--- src/rtl/ask4_bcd_display_mux.sv ---
// Four-digit multiplexed BCD scan driver with frame-synchronous double buffering.
// Optional leading-zero blanking is enabled by defining ASK4_LZB_EN.
module ask4_bcd_display_mux #(
  parameter int unsigned REFRESH_DIV = 4
) (
  input  logic        clk,
  input  logic        reset,
  input  logic [15:0] bcd_in,
  input  logic        load,
  input  logic        LED_type_ctl,
  output logic [3:0]  bcd_out,
  output logic [3:0]  digit_en,
  output logic [1:0]  digit_idx,
  output logic        bcd_err
);

  localparam logic [15:0] TC_VAL = 16'(REFRESH_DIV - 1);

  logic [15:0] pcnt_reg;
  logic [1:0]  idx_reg;
  logic [15:0] pend_reg;
  logic        pend_v_reg;
  logic [15:0] shadow_reg;
  logic        bcd_err_reg;
  logic [3:0]  bcd_out_reg;
  logic [3:0]  digit_en_reg;
  logic [1:0]  digit_idx_reg;

  logic        tc;
  logic        fb;
  logic        commit_en;
  logic [15:0] commit_val;
  logic [3:0]  commit_bad;
  logic [3:0]  digit_lit;
  logic [3:0]  nib [4];
  logic [3:0]  sel_nib;
  logic        sel_lit;
  logic [3:0]  sel_onehot;
  logic [3:0]  inactive_lvl;

  assign tc         = (pcnt_reg == TC_VAL);
  assign fb         = tc && (idx_reg == 2'd3);
  // A load coinciding with the frame boundary bypasses the pending buffer.
  assign commit_val = load ? bcd_in : pend_reg;
  assign commit_en  = fb && (load || pend_v_reg);

  genvar gi;
  generate
    for (gi = 0; gi < 4; gi++) begin : g_digit
      logic blank;
      assign nib[gi]        = shadow_reg[4*gi +: 4];
      assign commit_bad[gi] = (commit_val[4*gi +: 4] > 4'd9);
`ifdef ASK4_LZB_EN
      if (gi == 0) begin : g_never_blank
        assign blank = 1'b0;
      end else begin : g_lzb
        assign blank = (shadow_reg[15:4*gi] == '0);
      end
`else
      assign blank = 1'b0;
`endif
      assign digit_lit[gi] = (nib[gi] <= 4'd9) && !blank;
    end
  endgenerate

  assign sel_nib      = nib[idx_reg];
  assign sel_lit      = digit_lit[idx_reg];
  assign sel_onehot   = 4'b0001 << idx_reg;
  assign inactive_lvl = {4{LED_type_ctl}};

  always_ff @(posedge clk) begin
    if (reset) begin
      pcnt_reg      <= '0;
      idx_reg       <= '0;
      pend_reg      <= '0;
      pend_v_reg    <= 1'b0;
      shadow_reg    <= '0;
      bcd_err_reg   <= 1'b0;
      bcd_out_reg   <= 4'h0;
      digit_en_reg  <= inactive_lvl;
      digit_idx_reg <= 2'd0;
    end else begin
      pcnt_reg <= tc ? 16'd0 : pcnt_reg + 16'd1;
      if (tc) begin
        idx_reg <= idx_reg + 2'd1;
      end

      if (fb) begin
        if (commit_en) begin
          shadow_reg  <= commit_val;
          bcd_err_reg <= |commit_bad;
        end
        pend_v_reg <= 1'b0;
      end else if (load) begin
        pend_reg   <= bcd_in;
        pend_v_reg <= 1'b1;
      end

      // Outputs track the pre-edge scan state, giving one cycle of latency.
      bcd_out_reg   <= sel_lit ? sel_nib : 4'h0;
      digit_en_reg  <= sel_lit ? (inactive_lvl ^ sel_onehot) : inactive_lvl;
      digit_idx_reg <= idx_reg;
    end
  end

  assign bcd_out   = bcd_out_reg;
  assign digit_en  = digit_en_reg;
  assign digit_idx = digit_idx_reg;
  assign bcd_err   = bcd_err_reg;

endmodule

--- config.mk ---
export PLATFORM = sky130hd
export DESIGN_NAME = ask4_bcd_display_mux
export DESIGN_NICKNAME = d
export VERILOG_FILES = /design/src/rtl/ask4_bcd_display_mux.sv
export SDC_FILE = /design/constraint.sdc
export NUM_CORES = 1
export LEC_CHECK = 0
export CORE_MARGIN = 3
export CORE_UTILIZATION = 51
export DETAILED_ROUTE_END_ITERATION = 6
export PLACE_DENSITY = 0.86
export SLEW_MARGIN = 20
export SYNTH_ARGS = -nofsm -noshare
export SYNTH_HDL_FRONTEND = slang
export SYNTH_SLANG_ARGS = --single-unit
--- constraint.sdc ---
create_clock -name clk -period 2.1 [get_ports clk]
set_clock_uncertainty 0.2 [all_clocks]
set_input_delay 0.42 -clock clk [delete_from_list [all_inputs] [get_ports clk]]
set_output_delay 0.42 -clock clk [all_outputs]
set_load 0.01 [all_outputs]
### Routing congestion

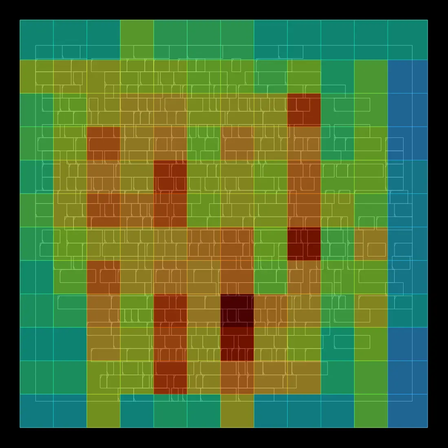
fraction of met3 tracks used by global routing: 5.13%
busiest layer in global routing: met2
global routing met2 resource utilization: 30.0%
final core area utilization: 66.2%

### The metal 1 layer

Bar = 20 um. Supply wires on this layer in grey.
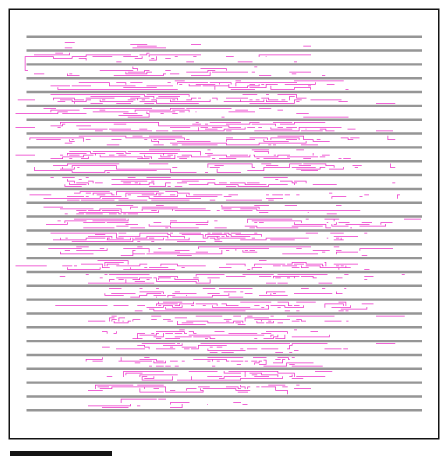
The wires run mostly horizontal. The longest straight run is 23.5 um.

### M3 wires

Bar = 20 um.
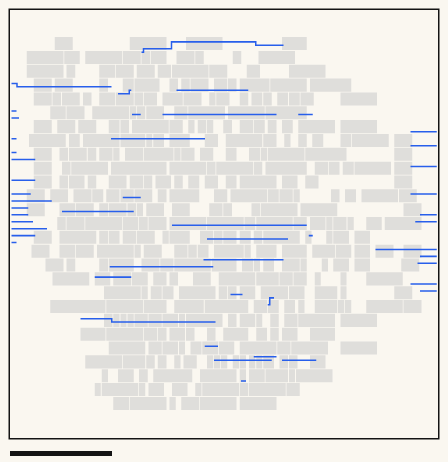
The wires run mostly horizontal. The longest straight run is 26.2 um. 42 nets have wire on it. The layer carries 365 um of wire. The layer holds 5.5% of the routed length.

### Gate-type map

Bar = 20 um.
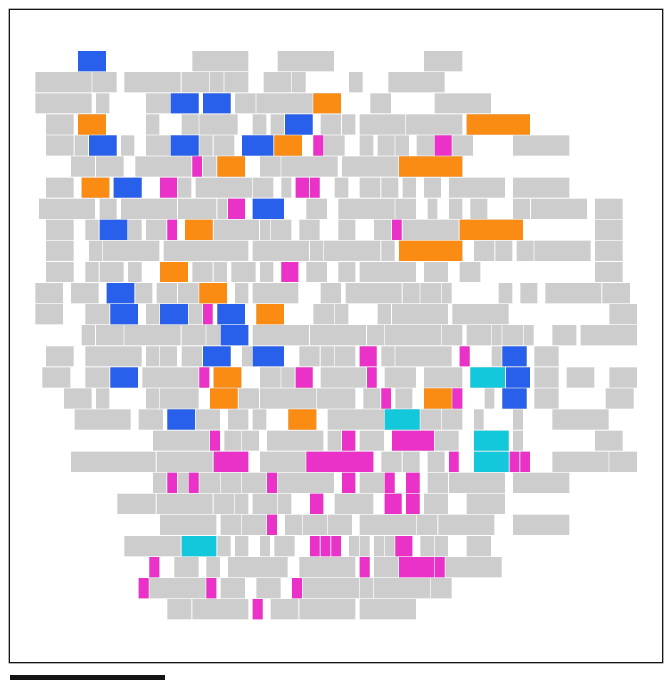
mux cells: in orange, cells 17. non-inverting ao/oa cells: in blue, cells 22. nor cells: in magenta, cells 48. fa/ha/maj cells: in cyan, cells 5.

### Close-up of the layout

Bar = 10 um. Window x 43 to 83, y 1 to 41 um. Cells in grey, sequential cells in the stronger grey; small squares are vias.
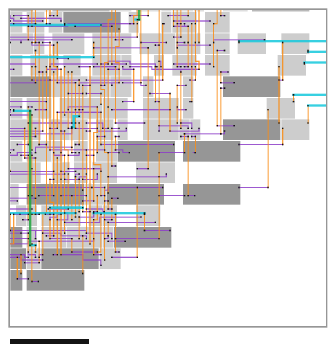
metal 3: in cyan. metal 4: in green. metal 1: in purple. metal 2: in orange.
Netlist names of flops here include pcnt_reg (6), digit_en (2), digit_idx (2). 82 logic cells have their middle in the window. Sequential cells in the window: 12. Most frequent: dfxtp_1 (12), nor2_1 (10), xnor2_1 (9).

==> results_tabular.tex <==
% Generated from flow reports
\begin{tabular}{lr}
\hline
Metric & Value \\
\hline
\multicolumn{2}{l}{\textbf{Min path}} \\
\quad Cell depth of the worst min-delay path & 3 \\
\quad Startpoint of the most critical hold path & load \\
\multicolumn{2}{l}{\textbf{Synthesis}} \\
\quad Yosys synthesis warning count & 0 \\
\quad Post-synthesis share of cell area spent on full adders, half adders and majority gates & 2.01\% \\
\quad Top cell type by instance count after synthesis & sky130\_fd\_sc\_hd\_\_dfxtp\_1 \\
\quad MUX area fraction & 7.07\% \\
\quad Biggest area contributors in the synthesized netlist & sky130\_fd\_sc\_hd\_\_dfxtp\_1, sky130\_fd\_sc\_hd\_\_a21bo\_1, sky130\_fd\_sc\_hd\_\_mux2i\_1 \\
\quad Area fraction in and, or, nand and nor cells & 20.2\% \\
\quad Synth area leader & sky130\_fd\_sc\_hd\_\_dfxtp\_1 \\
\quad Cells after synthesis & 327 \\
\quad Mean post-synth cell area & 9.52 sq um \\
\quad Number of nets in the synthesized netlist & 352 \\
\quad Commonest cells post-synth & sky130\_fd\_sc\_hd\_\_dfxtp\_1, sky130\_fd\_sc\_hd\_\_nor2\_1, sky130\_fd\_sc\_hd\_\_nand3\_1 \\
\quad Post-synth area from yosys stat & 3110 sq um \\
\quad Cell count listed in synth\_stat.txt & 327 \\
\quad Mapped Area & 3110 sq um \\
\multicolumn{2}{l}{\textbf{Cells and area}} \\
\quad Post-synthesis to final-layout area growth & 21.5\% \\
\quad Final net count & 393 \\
\quad Number of inserted diodes & 0 \\
\multicolumn{2}{l}{\textbf{CTS}} \\
\quad Clock insertion delay at the later pin of the skew report & 0.35 ns \\
\quad Number of sinks driven by the clock tree & 62 \\
\quad Number of buffers inserted during clock tree synthesis & 9 \\
\quad Clock-pin slew on the worst setup and hold paths & 0.07 ns \\
\quad Bufs on Longest Clock Path & 2 \\
\quad Cell resize tally after clock tree synthesis & 0 \\
\quad CTS tree & yes \\
\quad H-tree level count & 3 \\
\quad Post-CTS Setup Repair Bufs & 0 \\
\multicolumn{2}{l}{\textbf{Final timing}} \\
\quad Fin crit share & 94.4\% \\
\quad Final setup TNS & 0 ns \\
\quad Final-report setup violation count & 0 \\
\quad Post-layout min period & 1.98 ns \\
\quad Relative slew margins & 60.4\% \\
\quad Unrepaired setup endpoints after global routing & no \\
\quad Fin. Hold Viols & 0 \\
\multicolumn{2}{l}{\textbf{GRT}} \\
\quad All-layer global routing usage & 19.5\% \\
\quad Initial antenna violation count & 0 \\
\quad First-pass GRT wire length & 11100 um \\
\multicolumn{2}{l}{\textbf{Routing}} \\
\quad Wire length reported by the detailed router & 6590 um \\
\quad Via count of the routed design & 2520 \\
\quad DRT iter0 DRCs & 154 \\
\quad Drt drc & 0 \\
\multicolumn{2}{l}{\textbf{Run status}} \\
\quad Run status & finished, final reports clean \\
\multicolumn{2}{l}{\textbf{Setup path}} \\
\quad Worst setup slack for register-to-register paths & 0.12 ns \\
\quad Cell with the biggest individual delay on the critical path & sky130\_fd\_sc\_hd\_\_or4\_1 \\
\quad Worst reg2reg path startpoint & pcnt\_reg[0]\$\_SDFF\_PP0\_ \\
\quad Data required, critical path & 2.18 ns \\
\quad Critical path arrival & 2.06 ns \\
\quad Kind of critical path & reg -> reg \\
\quad Buffer-and-inverter tally for the worst setup path & 1 \\
\multicolumn{2}{l}{\textbf{Placement}} \\
\quad RD Place Congestion & 0.797 \\
\quad Pre-CTS setup slack & 0.0837 ns \\
\multicolumn{2}{l}{\textbf{Floorplan}} \\
\quad Horizontal die size & 84.1 um \\
\quad Area of the placeable core & 5710 sq um \\
\quad Total die size & 7080 sq um \\
\multicolumn{2}{l}{\textbf{Flow run}} \\
\quad Maxcap violations & 0 \\
\multicolumn{2}{l}{\textbf{Power and ir drop}} \\
\quad PwrDens & 693 nW/um\^{}2 \\
\hline
\end{tabular}
-- worst register-to-register path, delay by kind of cell, from the launching register on --
kind                     cells  cell delay, ns
AND-OR/OR-AND                1            0.09
adder cells (fa/ha/maj)      1            0.21
buffers and inverters        1            0.20
flip-flops                   1            0.34
AND/OR/NAND/NOR              3            0.90
-- per-stage QoR --
| stage | hold WS, ns | total power [mW] | cells | utilization [%] | instance area (sq um) |
|---|---|---|---|---|---|
| final | 0.235 | 2.62 | 444 | 66.2 | 3780 |
| after global routing | 0.271 | 2.71 | 444 | 66.2 | 3780 |
| after CTS | 0.224 | 2.63 | 444 | 65.9 | 3760 |
| after detailed placement | 0.268 | 1.53 | 429 | 62.3 | 3560 |
| after global placement | 0.253 | 1.52 | 429 | 62.3 | 3560 |
| after floorplan | 0.239 | 1.41 | 327 | - | 3110 |
-- cell type report --
type | count | area [sq um] | share of cell area, %
multi-input cells | 229 | 1720 | 45.5
well taps | 72 | 90.1 | 2.38
repair buffers | 53 | 479 | 12.7
inverters | 13 | 48.8 | 1.29
clock buffers | 10 | 128 | 3.38
clock inverters | 5 | 75.1 | 1.99
flip-flops and latches | 62 | 1240 | 32.8
-- metal layers --
layer | up-vias | global-route usage [%] | wire, um
li1 | 1252 | - | -
met1 | 1194 | 25.6 | 3070
met2 | 66 | 30.0 | 3060
met3 | 8 | 5.13 | 365
met4 | 0 | 8.77 | 99
met5 | - | 0 | 0
-- where the power goes --
part	switching, mW	total (mW)	internal, mW
Combinational	0.140	0.276	0.136
Clock	0.458	1.11	0.656
Sequential	0.0195	1.23	1.21
Total	0.617	2.62	2.00
No activity file was given, so power comes from the tool's default toggle rates.
